==> config.mk <==
export PLATFORM = sky130hd
export DESIGN_NAME = coef_mult_pipe
export DESIGN_NICKNAME = d
export VERILOG_FILES = /design/src/rtl/coef_mult_pipe.sv
export SDC_FILE = /design/constraint.sdc
export NUM_CORES = 1
export LEC_CHECK = 0
export ABC_AREA = 1
export ABC_CLOCK_PERIOD_IN_PS = 6200
export CAP_MARGIN = 20
export CORE_UTILIZATION = 60
export DETAILED_ROUTE_END_ITERATION = 7
export GPL_TIMING_DRIVEN = 0
export PLACE_DENSITY = 0.79
export SKIP_CTS_REPAIR_TIMING = 1
export SLEW_MARGIN = 20
export SYNTH_ARGS = -nofsm -noshare
export SYNTH_HDL_FRONTEND = slang
export SYNTH_SLANG_ARGS = --single-unit
export TNS_END_PERCENT = 30
==> constraint.sdc <==
create_clock -name clk -period 6.2 [get_ports clk]
set_input_delay 0.93 -clock clk [delete_from_list [all_inputs] [get_ports clk]]
set_output_delay 0.93 -clock clk [all_outputs]
set_load 0.01 [all_outputs]
**Gate-type map**

Drawn at 3 px/um.
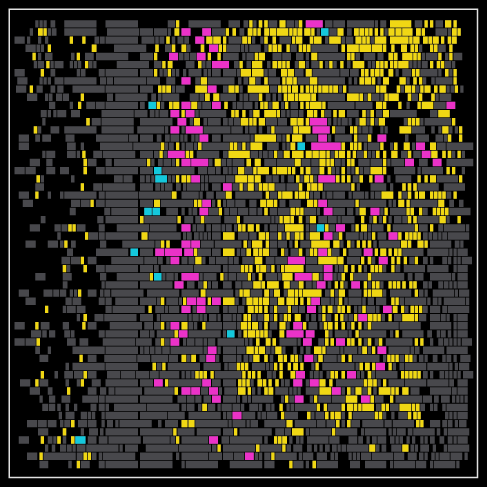
Key: cyan = non-inverting ao/oa cells [cells 12]; magenta = xor and xnor cells [cells 99]; yellow = nand cells [cells 837]
combinational fraction of the cell area: 58.58%
most numerous logic cell after layout: nand2_1

**Routing congestion map**

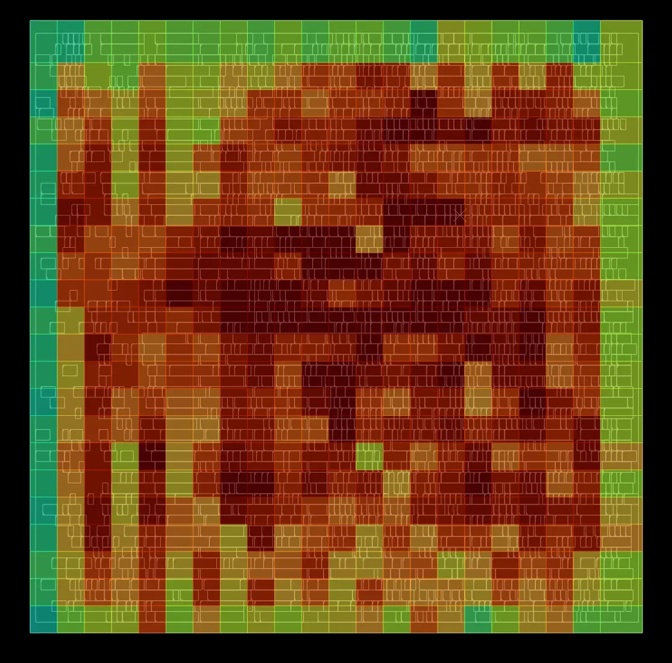
GR Layer Usage met2: 67.78%
M3 GR Usage: 4.417%

==> metrics.yaml <==
status:
  outcome: "finished with violations"
  failed_checks: "DRC, setup timing"
min_path:
  holdPathStages: 2
setup_path:
  end_kind: "flop"
  cp_slowest_stage_delay_ns: 0.42
  start_kind: "flop"
  cp.buffers_inverters: 3
  crit_top_cell: "nand2_2"
  cp_slowest_cell: "ha_1"
  worstPathArrival_ns: 6.94
power:
  clkPwrFrac_pct: 16.5
  internal-power_w: 0.003327
sta:
  setup_ws_ns: -0.3582
  hold_slack_ns: 0.4748
  setup_viol: 50
  fmax_mhz: 152.5
routing:
  drc: 1
floorplanning:
  nWellTaps: 313
cells_and_area:
  logic_area_sq_mm: 0.01064
  flops: 141
  seq_share_pct: 20.33
clock_network:
  clock_path_buffers: 2
flow_run:
  cap_violations: 0
  warnings: 29
place:
  place_congestion: 1.011
synthesis:
  syn_area_per_cell_sq_um: 6.452
-- placed cells by master (no fill, tap or decap), types with 30 or more instances in the layout --
master / n
o22ai_1: 47
o221ai_1: 42
buf_4: 60
clkbuf_1: 38
inv_1: 335
nand2_2: 95
a21oi_1: 100
xor2_1: 54
clkdlybuf4s50_1: 62
o21ai_0: 32
dfxtp_1: 54
a21oi_2: 43
nor2_1: 129
nand2_4: 33
nand2_1: 583
nor2_2: 30
xnor2_1: 31
nor2_4: 33
edfxtp_1: 87
nand3_1: 64
ha_1: 62
-- metal layers --
metal / up-vias / wire length [um] / GRT usage, %
li1: 7482 / - / -
met1: 7460 / 17470 / 36.22
met2: 1037 / 24920 / 67.78
met3: 404 / 3645 / 4.417
met4: 0 / 4535 / 25.16
met5: - / 0 / 0
-- Yosys cell counts (39+ instances only) --
| cell | instances | area [sq um] |
|---|---|---|
| nand2_1 | 691 | 2594 |
| o21ai_0 | 59 | 295.3 |
| nor2_1 | 181 | 679.4 |
| nand3_1 | 79 | 395.4 |
| xor2_1 | 63 | 551.8 |
| o221ai_1 | 42 | 367.9 |
| edfxtp_1 | 87 | 2613 |
| dfxtp_1 | 54 | 1081 |
| a21oi_1 | 145 | 725.7 |
| clkbuf_1 | 39 | 146.4 |
| inv_1 | 352 | 1321 |
| ha_1 | 94 | 1176 |
| o22ai_1 | 47 | 294.0 |
-- cell families (layout without fill, tap and decap cells) --
| kind of cell | count (synthesis) | count (layout) | share of synthesized area (%) |
|---|---|---|---|
| AOI/OAI and AO/OA | 385 | 385 | 16.58 |
| buffers and inverters | 410 | 569 | 11.39 |
| and+or+nand+nor | 1061 | 1061 | 31.01 |
| adders and majority gates | 97 | 97 | 8.736 |
| DFF | 141 | 141 | 26.10 |
| xor gates and xnor gates | 99 | 99 | 6.181 |
Power is estimated from default activity; no workload was simulated.
